**config.mk**
```make
export PLATFORM = sky130hd
export DESIGN_NAME = gshare_btb_predictor_flat
export DESIGN_NICKNAME = d
export VERILOG_FILES = /design/src/rtl/gshare_btb_predictor_if.sv /design/src/rtl/gshare_btb_predictor.sv /design/src/flat_wrapper.sv
export SDC_FILE = /design/constraint.sdc
export NUM_CORES = 1
export LEC_CHECK = 0
export ABC_CLOCK_PERIOD_IN_PS = 9100
export CORE_ASPECT_RATIO = 0.75
export CORE_MARGIN = 8
export CORE_UTILIZATION = 35
export CTS_CLUSTER_DIAMETER = 200
export DETAILED_ROUTE_END_ITERATION = 6
export SLEW_MARGIN = 20
export SYNTH_ARGS = -nofsm -noshare
export SYNTH_HDL_FRONTEND = slang
export SYNTH_SLANG_ARGS = --single-unit
```
**constraint.sdc**
```tcl
create_clock -name clk -period 9.1 [get_ports clk]
set_input_delay 0.91 -clock clk [delete_from_list [all_inputs] [get_ports clk]]
set_output_delay 0.91 -clock clk [all_outputs]
set_load 0.01 [all_outputs]
```
**src/rtl/gshare_btb_predictor_if.sv**
```systemverilog
// Fetch-side prediction and MEM-side resolution bundle for gshare_btb_predictor.
// master drives fetch/resolve inputs, slave is the predictor.
interface gshare_btb_predictor_if #(
  parameter int GHR_W = 4
);
  logic             fetch_valid;
  logic [31:0]      fetch_pc;
  logic             csr_branch_signal;
  logic             pred_taken;
  logic [31:0]      pred_target;
  logic [GHR_W-1:0] pred_index;
  logic [GHR_W-1:0] pred_ghr;
  logic             res_valid;
  logic             res_is_jump;
  logic             res_taken;
  logic             res_mispredict;
  logic [31:0]      res_pc;
  logic [31:0]      res_target;
  logic [GHR_W-1:0] res_index;
  logic [GHR_W-1:0] res_ghr;
  logic [1:0]       flush;

  modport master (
    output fetch_valid, fetch_pc, csr_branch_signal,
    output res_valid, res_is_jump, res_taken, res_mispredict,
    output res_pc, res_target, res_index, res_ghr,
    input  pred_taken, pred_target, pred_index, pred_ghr, flush
  );

  modport slave (
    input  fetch_valid, fetch_pc, csr_branch_signal,
    input  res_valid, res_is_jump, res_taken, res_mispredict,
    input  res_pc, res_target, res_index, res_ghr,
    output pred_taken, pred_target, pred_index, pred_ghr, flush
  );
endinterface

```
**src/rtl/gshare_btb_predictor.sv**
```systemverilog
// gshare PHT + direct-mapped BTB predictor with speculative/architectural GHR.
// Define PRED_PERF_CNT_EN to add perf_branches / perf_mispredicts counters.
module gshare_btb_predictor #(
  parameter int GHR_W     = 4,
  parameter int BTB_IDX_W = 4,
  parameter int TAG_W     = 8
) (
  input  logic clk,
  input  logic rst,
`ifdef PRED_PERF_CNT_EN
  output logic [31:0] perf_branches,
  output logic [31:0] perf_mispredicts,
`endif
  gshare_btb_predictor_if.slave bus
);
  localparam int PHT_N = 1 << GHR_W;
  localparam int BTB_N = 1 << BTB_IDX_W;

  logic [1:0]       pht      [PHT_N];
  logic             btb_vld  [BTB_N];
  logic [TAG_W-1:0] btb_tag  [BTB_N];
  logic [31:0]      btb_tgt  [BTB_N];
  logic             btb_jmp  [BTB_N];
  logic [GHR_W-1:0] spec_ghr;
  logic [GHR_W-1:0] arch_ghr;

  logic [BTB_IDX_W-1:0] f_idx;
  logic [TAG_W-1:0]     f_tag;
  logic [GHR_W-1:0]     p_idx;
  logic                 hit;
  logic                 f_jmp;
  logic [BTB_IDX_W-1:0] r_idx;
  logic [TAG_W-1:0]     r_tag;

  assign f_idx = bus.fetch_pc[BTB_IDX_W+1:2];
  assign f_tag = bus.fetch_pc[BTB_IDX_W+TAG_W+1:BTB_IDX_W+2];
  assign r_idx = bus.res_pc[BTB_IDX_W+1:2];
  assign r_tag = bus.res_pc[BTB_IDX_W+TAG_W+1:BTB_IDX_W+2];
  assign p_idx = bus.fetch_pc[GHR_W+1:2] ^ spec_ghr;
  assign hit   = btb_vld[f_idx] && (btb_tag[f_idx] == f_tag);
  assign f_jmp = btb_jmp[f_idx];

  always_comb begin
    bus.pred_taken  = 1'b0;
    bus.pred_target = '0;
    bus.pred_index  = p_idx;
    bus.pred_ghr    = spec_ghr;
    bus.flush       = 2'b00;
    if (hit && !bus.csr_branch_signal && (f_jmp || pht[p_idx][1])) begin
      bus.pred_taken  = 1'b1;
      bus.pred_target = btb_tgt[f_idx];
    end
    if (!rst && bus.res_valid && bus.res_mispredict)
      bus.flush = 2'b10;
  end

  always_ff @(posedge clk) begin
    if (rst) begin
      for (int i = 0; i < PHT_N; i++) pht[i] <= 2'b01;
      for (int i = 0; i < BTB_N; i++) begin
        btb_vld[i] <= 1'b0;
        btb_tag[i] <= '0;
        btb_tgt[i] <= '0;
        btb_jmp[i] <= 1'b0;
      end
      spec_ghr <= '0;
      arch_ghr <= '0;
    end else begin
      if (bus.res_valid && !bus.res_is_jump) begin
        if (bus.res_taken) begin
          if (pht[bus.res_index] != 2'b11)
            pht[bus.res_index] <= pht[bus.res_index] + 2'b01;
        end else if (pht[bus.res_index] != 2'b00) begin
          pht[bus.res_index] <= pht[bus.res_index] - 2'b01;
        end
        arch_ghr <= {arch_ghr[GHR_W-2:0], bus.res_taken};
      end
      if (bus.res_valid && bus.res_taken) begin
        btb_vld[r_idx] <= 1'b1;
        btb_tag[r_idx] <= r_tag;
        btb_tgt[r_idx] <= bus.res_target;
        btb_jmp[r_idx] <= bus.res_is_jump;
      end
      // repair wins over the speculative shift of a same-cycle fetch
      if (bus.res_valid && bus.res_mispredict)
        spec_ghr <= bus.res_is_jump ? bus.res_ghr
                  : {bus.res_ghr[GHR_W-2:0], bus.res_taken};
      else if (bus.fetch_valid && hit && !f_jmp && !bus.csr_branch_signal)
        spec_ghr <= {spec_ghr[GHR_W-2:0], bus.pred_taken};
    end
  end

`ifdef PRED_PERF_CNT_EN
  always_ff @(posedge clk) begin
    if (rst) begin
      perf_branches    <= '0;
      perf_mispredicts <= '0;
    end else if (bus.res_valid) begin
      if (perf_branches != 32'hFFFF_FFFF)
        perf_branches <= perf_branches + 32'd1;
      if (bus.res_mispredict && perf_mispredicts != 32'hFFFF_FFFF)
        perf_mispredicts <= perf_mispredicts + 32'd1;
    end
  end
`endif
endmodule
```
**src/flat_wrapper.sv**
```systemverilog
// flat-port wrapper written by rule: the top's interface ports become plain ports
module gshare_btb_predictor_flat 
#(
  parameter int GHR_W     = 4,
  parameter int BTB_IDX_W = 4,
  parameter int TAG_W     = 8
)
  (clk, rst, bus_fetch_valid, bus_fetch_pc, bus_csr_branch_signal, bus_res_valid, bus_res_is_jump, bus_res_taken, bus_res_mispredict, bus_res_pc, bus_res_target, bus_res_index, bus_res_ghr, bus_pred_taken, bus_pred_target, bus_pred_index, bus_pred_ghr, bus_flush);
  gshare_btb_predictor_if #(.GHR_W(GHR_W)) bus_i ();
  input  logic clk;
  input  logic rst;
  input wire logic [$bits(bus_i.fetch_valid)-1:0] bus_fetch_valid;
  input wire logic [$bits(bus_i.fetch_pc)-1:0] bus_fetch_pc;
  input wire logic [$bits(bus_i.csr_branch_signal)-1:0] bus_csr_branch_signal;
  input wire logic [$bits(bus_i.res_valid)-1:0] bus_res_valid;
  input wire logic [$bits(bus_i.res_is_jump)-1:0] bus_res_is_jump;
  input wire logic [$bits(bus_i.res_taken)-1:0] bus_res_taken;
  input wire logic [$bits(bus_i.res_mispredict)-1:0] bus_res_mispredict;
  input wire logic [$bits(bus_i.res_pc)-1:0] bus_res_pc;
  input wire logic [$bits(bus_i.res_target)-1:0] bus_res_target;
  input wire logic [$bits(bus_i.res_index)-1:0] bus_res_index;
  input wire logic [$bits(bus_i.res_ghr)-1:0] bus_res_ghr;
  output wire logic [$bits(bus_i.pred_taken)-1:0] bus_pred_taken;
  output wire logic [$bits(bus_i.pred_target)-1:0] bus_pred_target;
  output wire logic [$bits(bus_i.pred_index)-1:0] bus_pred_index;
  output wire logic [$bits(bus_i.pred_ghr)-1:0] bus_pred_ghr;
  output wire logic [$bits(bus_i.flush)-1:0] bus_flush;
  assign bus_i.fetch_valid = bus_fetch_valid;
  assign bus_i.fetch_pc = bus_fetch_pc;
  assign bus_i.csr_branch_signal = bus_csr_branch_signal;
  assign bus_i.res_valid = bus_res_valid;
  assign bus_i.res_is_jump = bus_res_is_jump;
  assign bus_i.res_taken = bus_res_taken;
  assign bus_i.res_mispredict = bus_res_mispredict;
  assign bus_i.res_pc = bus_res_pc;
  assign bus_i.res_target = bus_res_target;
  assign bus_i.res_index = bus_res_index;
  assign bus_i.res_ghr = bus_res_ghr;
  assign bus_pred_taken = bus_i.pred_taken;
  assign bus_pred_target = bus_i.pred_target;
  assign bus_pred_index = bus_i.pred_index;
  assign bus_pred_ghr = bus_i.pred_ghr;
  assign bus_flush = bus_i.flush;
  gshare_btb_predictor #(.GHR_W(GHR_W), .BTB_IDX_W(BTB_IDX_W), .TAG_W(TAG_W)) u_core (.clk(clk), .rst(rst), .bus(bus_i));
endmodule
```
logic_types.png
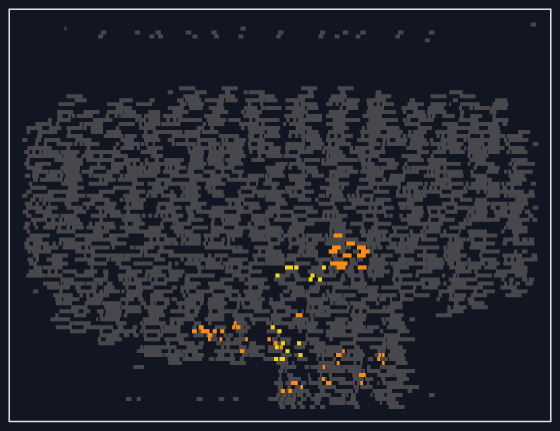
| family | color | cells | most used | where |
|---|---|---|---|---|
| non-inverting ao/oa cells | yellow | 17 | a21o_1 | south |
| aoi and oai cells | orange | 51 | o21ai_0 | south |

clk_routes.png
The bar under the picture is 100 µm long.
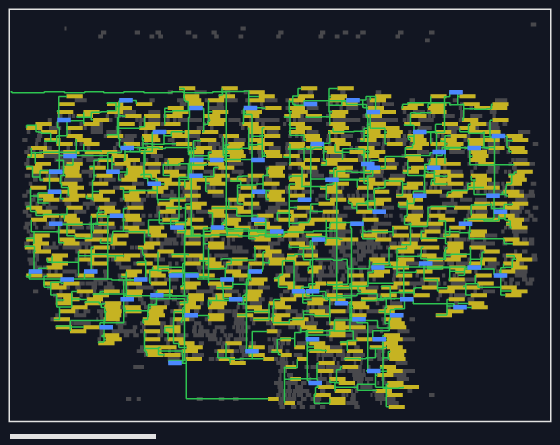
[clock wires] green | length: 9090 µm
[clock drivers] blue | count: 73
[flip-flops] yellow | count: 708
routed clock nets: 74

wires.png
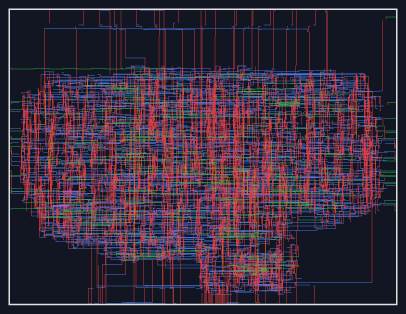
| layer | color | wire length |
|---|---|---|
| metal 2 | red | 43.4 mm |
| metal 5 | purple | 27.6 µm |
| metal 3 | green | 6940 µm |
| metal 1 | blue | 40.1 mm |
| metal 4 | orange | 1340 µm |

clocks.png
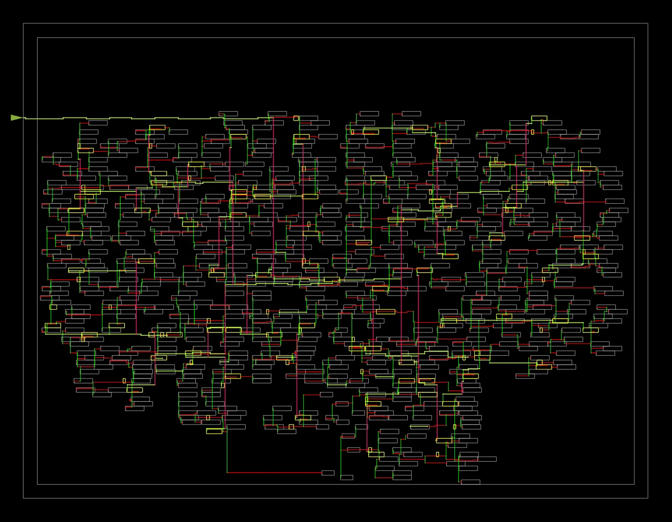
clock latency on the worst-skew pair: 620 ps
CTS buffer count: 73

io_fan.png
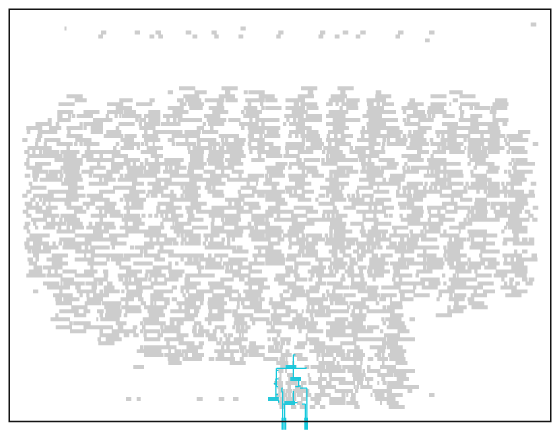
| port | color | bits | direction | end cells | buffers | wire |
|---|---|---|---|---|---|---|
| bus_pred_ghr | cyan | 4 | output | 4 | 4 | 175 µm |

-- area by class of cell --
class	instances	area, µm²	area share
multi-input combinational	1168	11100	0.295
tap	1237	1550	0.0413
inverter	8	31.3	0.000835
clock inverter	40	273	0.00728
sequential	708	21100	0.562
timing repair buffer	159	1500	0.0401
clock buffer	89	1970	0.0527
antenna	1	2.50	0.0000668
-- sequential cells by signal, summed over array words and instances, names as in the netlist --
name	cells
u_core.btb_tgt	512
u_core.btb_tag	128
u_core.pht	32
u_core.btb_jmp	16
u_core.btb_vld	16
u_core.bus.pred_ghr	4
-- routing by layer --
| metal | vias up | track usage | share of wire | routed length [µm] |
|---|---|---|---|---|
| met4 | 4 | 0.0333 | 0.015 | 1340 |
| li1 | 7731 | - | - | - |
| met5 | - | 0 | 0.00029 | 27 |
| met3 | 106 | 0.0269 | 0.076 | 6940 |
| met2 | 760 | 0.281 | 0.47 | 43400 |
| met1 | 9519 | 0.252 | 0.44 | 40100 |
-- worst max path at each step --
stage | from | end | slack (ps)
2_1_floorplan | rst | u_core.btb_jmp[4] | 3970
4_1_cts | bus_fetch_pc[5] | bus_pred_target[17] | 2170
6_report | bus_fetch_pc[5] | bus_pred_target[17] | 2430
3_3_place_gp | bus_fetch_pc[5] | bus_pred_target[17] | 2200
5_1_grt | bus_fetch_pc[5] | bus_pred_target[17] | 2020
3_5_place_dp | bus_fetch_pc[5] | bus_pred_target[17] | 2180
-- synthesized netlist by cell type, types with 2 or more instances --
master / number
sky130_fd_sc_hd__a2111oi_0: 2
sky130_fd_sc_hd__a211oi_1: 5
sky130_fd_sc_hd__a21o_1: 16
sky130_fd_sc_hd__a21oi_1: 6
sky130_fd_sc_hd__and2_1: 660
sky130_fd_sc_hd__and2b_1: 3
sky130_fd_sc_hd__and3_1: 3
sky130_fd_sc_hd__buf_12: 2
sky130_fd_sc_hd__buf_2: 23
sky130_fd_sc_hd__buf_4: 4
sky130_fd_sc_hd__buf_6: 4
sky130_fd_sc_hd__clkbuf_1: 138
sky130_fd_sc_hd__dfxtp_1: 20
sky130_fd_sc_hd__edfxtp_1: 688
sky130_fd_sc_hd__inv_1: 7
sky130_fd_sc_hd__mux2_2: 7
sky130_fd_sc_hd__mux2i_1: 39
sky130_fd_sc_hd__mux4_1: 11
sky130_fd_sc_hd__mux4_2: 195
sky130_fd_sc_hd__nand2_1: 34
sky130_fd_sc_hd__nand2b_1: 10
sky130_fd_sc_hd__nand3_1: 6
sky130_fd_sc_hd__nand3b_1: 2
sky130_fd_sc_hd__nand4_1: 3
sky130_fd_sc_hd__nand4_2: 2
sky130_fd_sc_hd__nor2_1: 47
sky130_fd_sc_hd__nor2b_1: 6
sky130_fd_sc_hd__nor2b_2: 29
sky130_fd_sc_hd__nor3_1: 10
sky130_fd_sc_hd__o21ai_0: 28
sky130_fd_sc_hd__o22ai_1: 2
sky130_fd_sc_hd__o31ai_1: 3
sky130_fd_sc_hd__or2_2: 8
sky130_fd_sc_hd__or3_1: 3
sky130_fd_sc_hd__xnor2_1: 4
sky130_fd_sc_hd__xor2_1: 12
==> summary.txt <==
Purpose: to document the outcome of synthesis and place and route.

Clocking
The CTS tree is built. Looking at the post-CTS report, the setup buffer insertion count equals 0.

Placement
The cell count after placement is 3279.

Power and ir drop
The script computed the net switching share of total power as 0.226. Summing internal, switching and leakage power gives 7.25 mW. Sequential power for this build is 3.78 mW.

The fraction of power consumed by combinational cells is 0.079. The dominant power group in this design is sequential cells. The combinational logic power is 0.575 mW. The maximum vdd ir drop is 0.000148 V.

Timing
In the final run the clock tree shows a worst skew of 23.0 ps. Per the timing report, the achievable frequency comes out to 150 MHz. The period utilization is 0.733. The final critical path time including I/O delays and setup is about 6700 ps. Per the final timing report, the hold violations number 0. After routing, the total negative slack on setup checks comes to 0 ps.

Per the finish-stage timing summary, setup violations number 0.

Layout
The final layout report lists a filler cell count of 8401. The layout cell share with drive strength beyond 1 is 0.192. The top cell types in the final layout, fill and taps aside, are 688 x sky130_fd_sc_hd__edfxtp_1, 660 x sky130_fd_sc_hd__and2_1, 195 x sky130_fd_sc_hd__mux4_2, 110 x sky130_fd_sc_hd__clkdlybuf4s50_1, 77 x sky130_fd_sc_hd__clkbuf_16.

Run status
The flow ran to the end, and the final reports show no timing, DRC or antenna violations.

Logic synthesis
After synthesis, the design contains a little over 2000 cells according to Yosys. By area the synthesized netlist is led by sky130_fd_sc_hd__edfxtp_1 63%, sky130_fd_sc_hd__mux4_2 13%, sky130_fd_sc_hd__and2_1 13%, sky130_fd_sc_hd__clkbuf_1 1.6%, sky130_fd_sc_hd__dfxtp_1 1.2%. Counting the warning lines in the Yosys log gives 0. The area share of the largest cell type after synthesis is 0.633. In the synthesized netlist, the number of instances is 2056. The number of synthesized register bits is 708. The largest family of logic cells by area is multiplexers.

Hold path
The endpoint of the worst hold path is reported as u_core.btb_vld[2].

Worst setup path
The worst setup path category is input pin to output port. Per STA, the worst path is made up of clkdlybuf4s50_1 -> clkinv_2 -> buf_4 -> mux2i_1 -> mux2i_1 -> xor2_1 -> or4_1 -> nor4_2 -> nand4_4 -> buf_4 -> nor2b_2 -> clkdlybuf4s50_1. The critical path depth in cells is 12. The nature of the critical path startpoint is an input pin.

Flow run
The count of maximum capacitance violations is 0.

Route
The routed wirelength normalized by instance count is 26.9 µm.

Die
In this run the count of I/O pins placed on the die edge is 155.
Power figures rest on the tool's default switching activity, not on a simulated workload.
